Figure 1. Sizing map (run 1).
Scale bar: 20 µm.
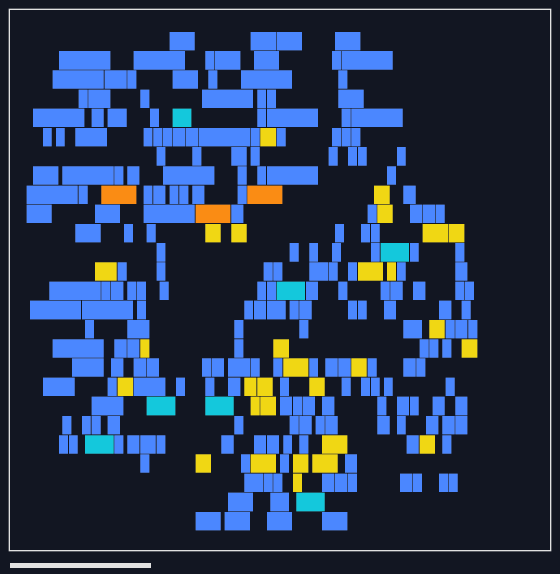
Figure 2. Clock distribution (run 1).
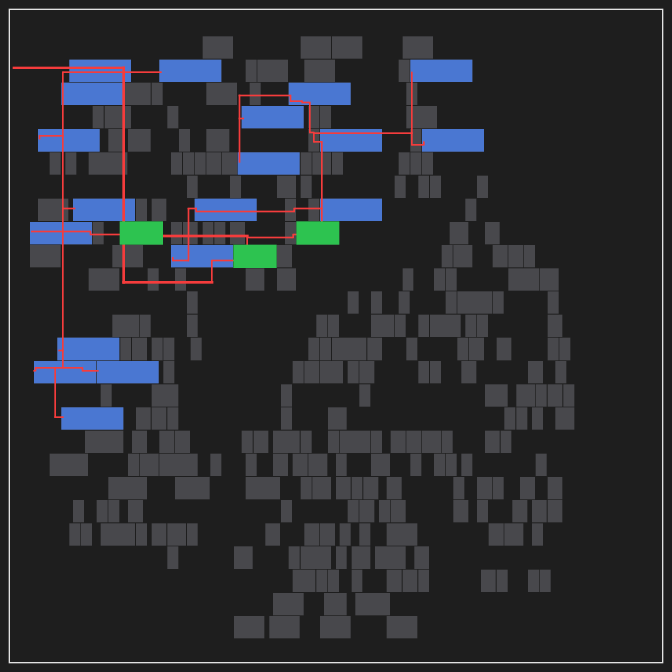
Figure 3. Clock wiring as the flow saved it (run 1).
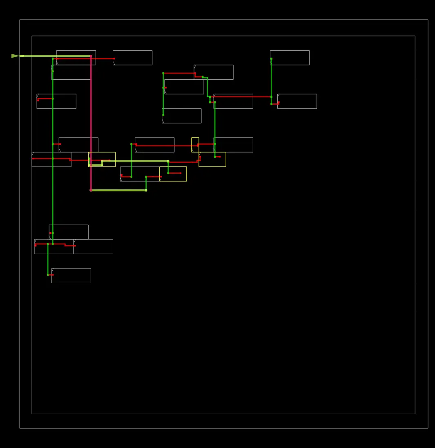
### src/rtl/mux_5x1_arbiter_if.sv
// Request/grant bundle between five requesters and the mux_5x1 selector arbiter.
// Latency: n/a (wires only).
// Backpressure: none; requesters hold req until granted and release via done or req drop.
//
// Signals:
//   req[4:0]  requester i asks for selector input i (a=0 .. e=4)
//   done      current owner releases the selector
//   grant[4:0] one-hot grant, all-zero when idle
//   sel[2:0]  selector code, 3'b111 when idle
//   busy      a grant is active
//   timeout   one-cycle pulse after a forced release
interface mux_5x1_arbiter_if;
    logic [4:0] req;
    logic       done;
    logic [4:0] grant;
    logic [2:0] sel;
    logic       busy;
    logic       timeout;

    // Arbiter side.
    modport master (
        input  req,
        input  done,
        output grant,
        output sel,
        output busy,
        output timeout
    );

    // Requester / selector side.
    modport slave (
        output req,
        output done,
        input  grant,
        input  sel,
        input  busy,
        input  timeout
    );
endinterface

### src/rtl/mux_5x1_arbiter.sv
// Round-robin arbiter driving the sel input of a 5:1 selector, one owner at a time.
// Latency: req to grant/sel one edge; done or req[cur] drop to release one edge.
// Backpressure: no preemption; an owner keeps the selector until done, req drop or MAX_HOLD cycles.
//
// Ports:
//   clk    rising-edge clock
//   reset  synchronous active-high reset
//   bus    mux_5x1_arbiter_if.master (req, done in; grant, sel, busy, timeout out, all registered)
module mux_5x1_arbiter #(
    parameter int MAX_HOLD = 8
) (
    input  logic                   clk,
    input  logic                   reset,
    mux_5x1_arbiter_if.master      bus
);

    typedef enum logic {IDLE, BUSY} state_t;

    localparam logic [3:0] HOLD_LAST = 4'(MAX_HOLD - 1);
    localparam logic [2:0] SEL_IDLE  = 3'b111;

    state_t     state_q, state_n;
    logic [2:0] cur_q, cur_n;
    logic [2:0] last_q, last_n;
    logic [3:0] hold_q, hold_n;
    logic [4:0] grant_q, grant_n;
    logic [2:0] sel_q, sel_n;
    logic       busy_q, busy_n;
    logic       timeout_q, timeout_n;

    // Round-robin search: scan last+1, last+2, ... modulo 5, first set request wins.
    logic [2:0] cand;
    logic [2:0] win;
    logic       found;

    always_comb begin
        cand  = last_q;
        win   = 3'd0;
        found = 1'b0;
        for (int k = 0; k < 5; k++) begin
            cand = (cand == 3'd4) ? 3'd0 : cand + 3'd1;
            if (!found && bus.req[cand]) begin
                found = 1'b1;
                win   = cand;
            end
        end
    end

    logic owner_req;
    logic at_limit;
    logic release_now;

    assign owner_req   = bus.req[cur_q];
    assign at_limit    = (hold_q == HOLD_LAST);
    assign release_now = bus.done | ~owner_req | at_limit;

    always_comb begin
        state_n   = state_q;
        cur_n     = cur_q;
        last_n    = last_q;
        hold_n    = hold_q;
        grant_n   = grant_q;
        sel_n     = sel_q;
        busy_n    = busy_q;
        timeout_n = 1'b0;

        case (state_q)
            IDLE: begin
                grant_n = 5'b00000;
                sel_n   = SEL_IDLE;
                busy_n  = 1'b0;
                hold_n  = 4'd0;
                if (found) begin
                    state_n = BUSY;
                    cur_n   = win;
                    last_n  = win;
                    grant_n = 5'b00001 << win;
                    sel_n   = win;
                    busy_n  = 1'b1;
                end
            end
            BUSY: begin
                if (release_now) begin
                    state_n   = IDLE;
                    grant_n   = 5'b00000;
                    sel_n     = SEL_IDLE;
                    busy_n    = 1'b0;
                    hold_n    = 4'd0;
                    // Only a pure hold-limit release counts as a timeout.
                    timeout_n = at_limit & ~bus.done & owner_req;
                end else begin
                    hold_n = hold_q + 4'd1;
                end
            end
            default: begin
                state_n = IDLE;
                grant_n = 5'b00000;
                sel_n   = SEL_IDLE;
                busy_n  = 1'b0;
                hold_n  = 4'd0;
            end
        endcase
    end

    always_ff @(posedge clk) begin
        if (reset) begin
            state_q   <= IDLE;
            cur_q     <= 3'd0;
            last_q    <= 3'd4;   // first search starts at index 0
            hold_q    <= 4'd0;
            grant_q   <= 5'b00000;
            sel_q     <= SEL_IDLE;
            busy_q    <= 1'b0;
            timeout_q <= 1'b0;
        end else begin
            state_q   <= state_n;
            cur_q     <= cur_n;
            last_q    <= last_n;
            hold_q    <= hold_n;
            grant_q   <= grant_n;
            sel_q     <= sel_n;
            busy_q    <= busy_n;
            timeout_q <= timeout_n;
        end
    end

    assign bus.grant   = grant_q;
    assign bus.sel     = sel_q;
    assign bus.busy    = busy_q;
    assign bus.timeout = timeout_q;

endmodule

### src/flat_wrapper.sv
// flat-port wrapper written by rule: the top's interface ports become plain ports
module mux_5x1_arbiter_flat 
#(
    parameter int MAX_HOLD = 8
)
  (clk, reset, bus_req, bus_done, bus_grant, bus_sel, bus_busy, bus_timeout);
  mux_5x1_arbiter_if bus_i ();
  input  logic clk;
  input  logic reset;
  input wire logic [$bits(bus_i.req)-1:0] bus_req;
  input wire logic [$bits(bus_i.done)-1:0] bus_done;
  output wire logic [$bits(bus_i.grant)-1:0] bus_grant;
  output wire logic [$bits(bus_i.sel)-1:0] bus_sel;
  output wire logic [$bits(bus_i.busy)-1:0] bus_busy;
  output wire logic [$bits(bus_i.timeout)-1:0] bus_timeout;
  assign bus_i.req = bus_req;
  assign bus_i.done = bus_done;
  assign bus_grant = bus_i.grant;
  assign bus_sel = bus_i.sel;
  assign bus_busy = bus_i.busy;
  assign bus_timeout = bus_i.timeout;
  mux_5x1_arbiter #(.MAX_HOLD(MAX_HOLD)) u_core (.clk(clk), .reset(reset), .bus(bus_i));
endmodule
### config.mk
export PLATFORM = sky130hd
export DESIGN_NAME = mux_5x1_arbiter_flat
export DESIGN_NICKNAME = d
export VERILOG_FILES = /design/src/rtl/mux_5x1_arbiter_if.sv /design/src/rtl/mux_5x1_arbiter.sv /design/src/flat_wrapper.sv
export SDC_FILE = /design/constraint.sdc
export NUM_CORES = 1
export LEC_CHECK = 0
export ABC_AREA = 1
export CAP_MARGIN = 20
export CELL_PAD_IN_SITES_DETAIL_PLACEMENT = 0
export CELL_PAD_IN_SITES_GLOBAL_PLACEMENT = 2
export CORE_MARGIN = 2
export CORE_UTILIZATION = 29
export CTS_CLUSTER_DIAMETER = 40
export DETAILED_ROUTE_END_ITERATION = 10
export HOLD_SLACK_MARGIN = 0.02
export PLACE_DENSITY = 0.8
export SYNTH_ARGS = -nofsm -noshare
export SYNTH_HDL_FRONTEND = slang
export SYNTH_SLANG_ARGS = --single-unit
### constraint.sdc
create_clock -name clk -period 3.34 [get_ports clk]
set_input_delay 0.501 -clock clk [delete_from_list [all_inputs] [get_ports clk]]
set_output_delay 0.501 -clock clk [all_outputs]
set_load 0.1 [all_outputs]
==> changes_impl.md, run 1 <==
### Implementation results

- Antenna-violating nets left: 0
- Final period util: 0.843
- H-tree depth: 1
- Hold Slack: 0.453 ns
- Footprint of the multi-input gates: 0.00101 mm²
- RSZ-0062 raised after global routing: no
- Most Crowded Layer GR: met2
- Pre-CTS setup slack: 0.545 ns
- Least-Margin Pin Slew: 0.974 ns
- Reg2reg end: u_core.bus.sel[1]$_SDFFE_PP1P_
- FP Core Util: 0.300
- Yosys Chip Area: 0.00152 mm²
- Final Non-Filler Cells: 339
- Post-synth seq share: 0.250
- Register Area: 380 µm²
- Fin util: 0.361
- Tot GR Track Use: 0.145
- Hold Vio Cnt, Final: 0
- Post-Synthesis Cells: 247
- CTS Hold Bufs: 0
- Final clock-cell share: 0.0246
- Vias per inst: 4.68
- Post-route minimum period: 2.81 ns
- Comb/total area: 0.553
- Die span in y: 76.5 µm
- Cell repeated most along the worst path: nand2_2
- Hold Crit Endpoint: u_core.bus.busy$_SDFFE_PP0P_
- Gr ovfl total: 0
- Area leader share: 0.250
- Met2 GRT Util: 0.234
- Area leader, netlist: dfxtp_1
- Hold path depth: 2
- Setup Buffers After CTS: 0
- Syn Area/Cell: 6.17 µm²
- Non-Clock Buffer Count: 18
- WL final: 4.04 mm
- Setup crit end: u_core.bus.sel[1]$_SDFFE_PP1P_
- R2R setup slack: 0.53 ns
- CP top delay family: simple AND/OR/NAND/NOR gates
- Critical Path Start Type: register
- Port-buffer cells: 17
- Worst r2r path cells: 17
- Met1 Wirelength: 1.89 mm
- Core Rows: 26
- Non-clk invs: 34
- Ports: 18
- Routed wl met2: 1.85 mm
- Bufs and invs on worst path: 3
- Signal buf overhead: 0.0969
- Initial antenna violation count: 0
- Status: finished clean
- Crit. Startpoint: u_core.last_q[0]$_SDFFE_PP0P_
- Log Warnings: 29
- Routed length on met3: 263 µm
-- Figure 1 (at the start) --
color	size	cells	share
cyan	_3 and _4 cells	7	2.6%
yellow	_2 cells	29	11%
orange	_6 and larger	3	1.1%
blue	_0 and _1 cells	230	86%

-- Figure 2 (at the start) --
[red] clock wires | length: 243 µm
[green] clock drivers | count: 3
[blue] flip-flops | count: 19
routed clock nets	4
Worst Clk Skew: 0.00441 ns

-- Figure 3 (at the start) --
Clock Sinks: 19
CTS buffer count: 3
Clk Latency, worst-skew pair: 0.25 ns
clock buf count: 4

run 1: cells in the mapped netlist (all sizes together):
| cell | count |
|---|---|
| dfxtp | 19 |
| nand2 | 89 |
| ha | 5 |
| o211ai | 1 |
| xnor2 | 1 |
| xor2 | 1 |
| o2111ai | 1 |
| o21ai | 5 |
| inv | 33 |
| a41oi | 1 |
| nor2 | 29 |
| nand3 | 43 |
| nand3b | 3 |
| nand4 | 2 |
| nor3 | 1 |
| a21boi | 1 |
| a21oi | 10 |
| clkinv | 1 |
| o21bai | 1 |
run 1: state kept, by name, indices dropped and copies added (netlist names):
name / cells
u_core.cur_q: 1
u_core.hold_q: 4
u_core.bus.grant: 5
u_core.last_q: 3
u_core.bus.busy: 1
u_core.bus.sel: 3
u_core.state_q: 1
u_core.bus.timeout: 1
run 1: cell usage in the layout, fill, tap and decap left out, types with 2 or more instances in the layout:
cell type and instances:
nand2_1 72, nand3_1 37, inv_1 29, nor2_1 23, dfxtp_1 19, clkdlybuf4s50_1 17
nand2_2 14, a21oi_1 9, nand3_2 6, ha_1 5, inv_2 4, o21ai_0 4
nand2_4 3, nor2_2 3, nor2_4 3, nand3b_1 3, clkbuf_8 3, nand4_1 2
run 1: cell families after synthesis:
logic type,share of synthesized area
AOI/OAI and AO/OA,0.0780
xor gates and xnor gates,0.0115
adders and majority gates,0.0411
buffers and inverters,0.0846
DFF,0.250
and+or+nand+nor,0.535
==> inputs of run 2 (changes only) <==
==> constraint.sdc (replaced) <==
create_clock -name clk -period 2.85 [get_ports clk]
set_input_delay 0.4275 -clock clk [delete_from_list [all_inputs] [get_ports clk]]
set_output_delay 0.4275 -clock clk [all_outputs]
set_load 0.1 [all_outputs]
Figure 4. Sizing map (run 2).
Scale bar: 20 µm.
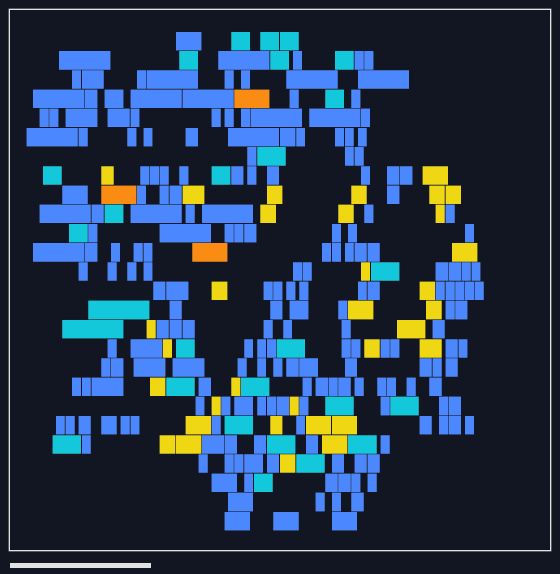
color	size	cells	share
yellow	_2 cells	33	12%
orange	_6 and larger	3	1.1%
cyan	_3 and _4 cells	27	10%
blue	_0 and _1 cells	208	77%
Non-Clock Buffer Count: 20
synthesis-to-layout area growth: 23.7%

==> run 2 against run 1 <==
  * Final cell count increased by 0.59%
  * Design area increased by 2.8%
  * Register-to-register slack got worse by 0.26 ns
  * Critical path depth increased by 1
  * Sequential share of layout area decreased by 0.17 points
  * Wire length increased by 1.4%
  * Critical endpoint is now u_core.cur_q[2]$_SDFFE_PP0P_
==> changes_impl.md, run 2 <==
### Implementation results

- Area leader, netlist: dfxtp_1
- Aoi share: 0.0780
- Number of flip-flops in the largest register: 5
- Initial antenna violation count: 0
- Syn Area/Cell: 6.17 µm²
- Least-Margin Pin Slew: 0.458 ns
- Ys flop type: dfxtp_1
- Critical Path Start Type: register
- Yosys Chip Area: 0.00152 mm²
- Adders+Majority by Area: 0.0411
- Footprint of the multi-input gates: 0.00107 mm²
- Cell repeated most along the worst path: nand2_1
- WL final: 4.10 mm
- Top cells excl fill/tap: nand2_1, nand3_1, inv_1
- XOR Share, Synth: 0.0115
- Hold Vio Cnt, Final: 0
- Non-clk invs: 34
- Die span in y: 76.5 µm
- R2R setup slack: 0.26 ns
- CTS buffer count: 3
- Hold Slack: 0.447 ns
- Antenna-violating nets left: 0
- Area leader share: 0.250
- Log Warnings: 29
- Hold Crit Endpoint: u_core.hold_q[0]$_SDFF_PP0_
- Status: finished clean
- Bufs and invs on worst path: 4
- H-tree depth: 1
- Post-synth EDFFs: 0
- CP top delay family: simple AND/OR/NAND/NOR gates
- FP Core Util: 0.300
- Tot GR Track Use: 0.147
- Post-synth seq share: 0.250
- Post-route minimum period: 2.59 ns
- Comb/total area: 0.566
- Ports: 18
- Final period util: 0.908
- Worst r2r path cells: 18
- Signal buf overhead: 0.0889
- Multiplexer share: 0
- Reg2reg end: u_core.cur_q[2]$_SDFFE_PP0P_
- Core Rows: 26
- Gr ovfl total: 0
- Register Area: 388 µm²
Figure 5. Clock distribution (run 2).
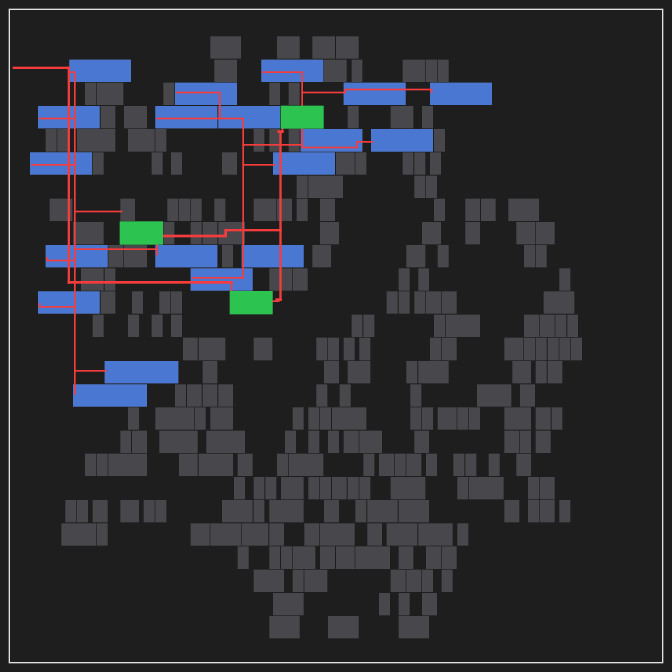
[red] clock wires | length: 266 µm
[green] clock drivers | count: 3
[blue] flip-flops | count: 19
routed clock nets	4
Clk Latency, worst-skew pair: 0.26 ns
Worst Clk Skew: 0.00443 ns

[run 2: timing repair]
| action | CTS | global route |
|---|---|---|
| endpoints found under the hold margin | 0 | 0 |
| setup endpoints to repair | 0 | 14 |
| gates resized | 0 | 19 |
| hold buffers | 0 | 0 |
[run 2: per-stage QoR]
| step | instances | setup TNS (ns) |
|---|---|---|
| 2_1_floorplan | 247 | 0 |
| 3_3_place_gp | 337 | 0 |
| 3_5_place_dp | 337 | 0 |
| 4_1_cts | 341 | 0 |
| 5_1_grt | 341 | -0.00175 |
| 6_report | 341 | 0 |
[run 2: worst max-delay path by stage]
stage | startpoint | end | slack [ns]
6_report | u_core.last_q[1]$_SDFFE_PP0P_ | u_core.cur_q[2]$_SDFFE_PP0P_ | 0.26
4_1_cts | u_core.last_q[1]$_SDFFE_PP0P_ | u_core.bus.sel[1]$_SDFFE_PP1P_ | 0.12
3_3_place_gp | u_core.last_q[1]$_SDFFE_PP0P_ | u_core.bus.sel[1]$_SDFFE_PP1P_ | 0.15
3_5_place_dp | u_core.last_q[1]$_SDFFE_PP0P_ | u_core.bus.sel[1]$_SDFFE_PP1P_ | 0.13
5_1_grt | u_core.last_q[1]$_SDFFE_PP0P_ | u_core.bus.grant[1]$_SDFFE_PP0P_ | -0.002
2_1_floorplan | u_core.last_q[0]$_SDFFE_PP0P_ | u_core.bus.grant[1]$_SDFFE_PP0P_ | 0.47
[run 2: per-layer routing]
metal	global-route usage	wire, µm
met2	0.234	1860
met3	0.0273	170
met5	0	0
met1	0.203	2020
met4	0.0418	44
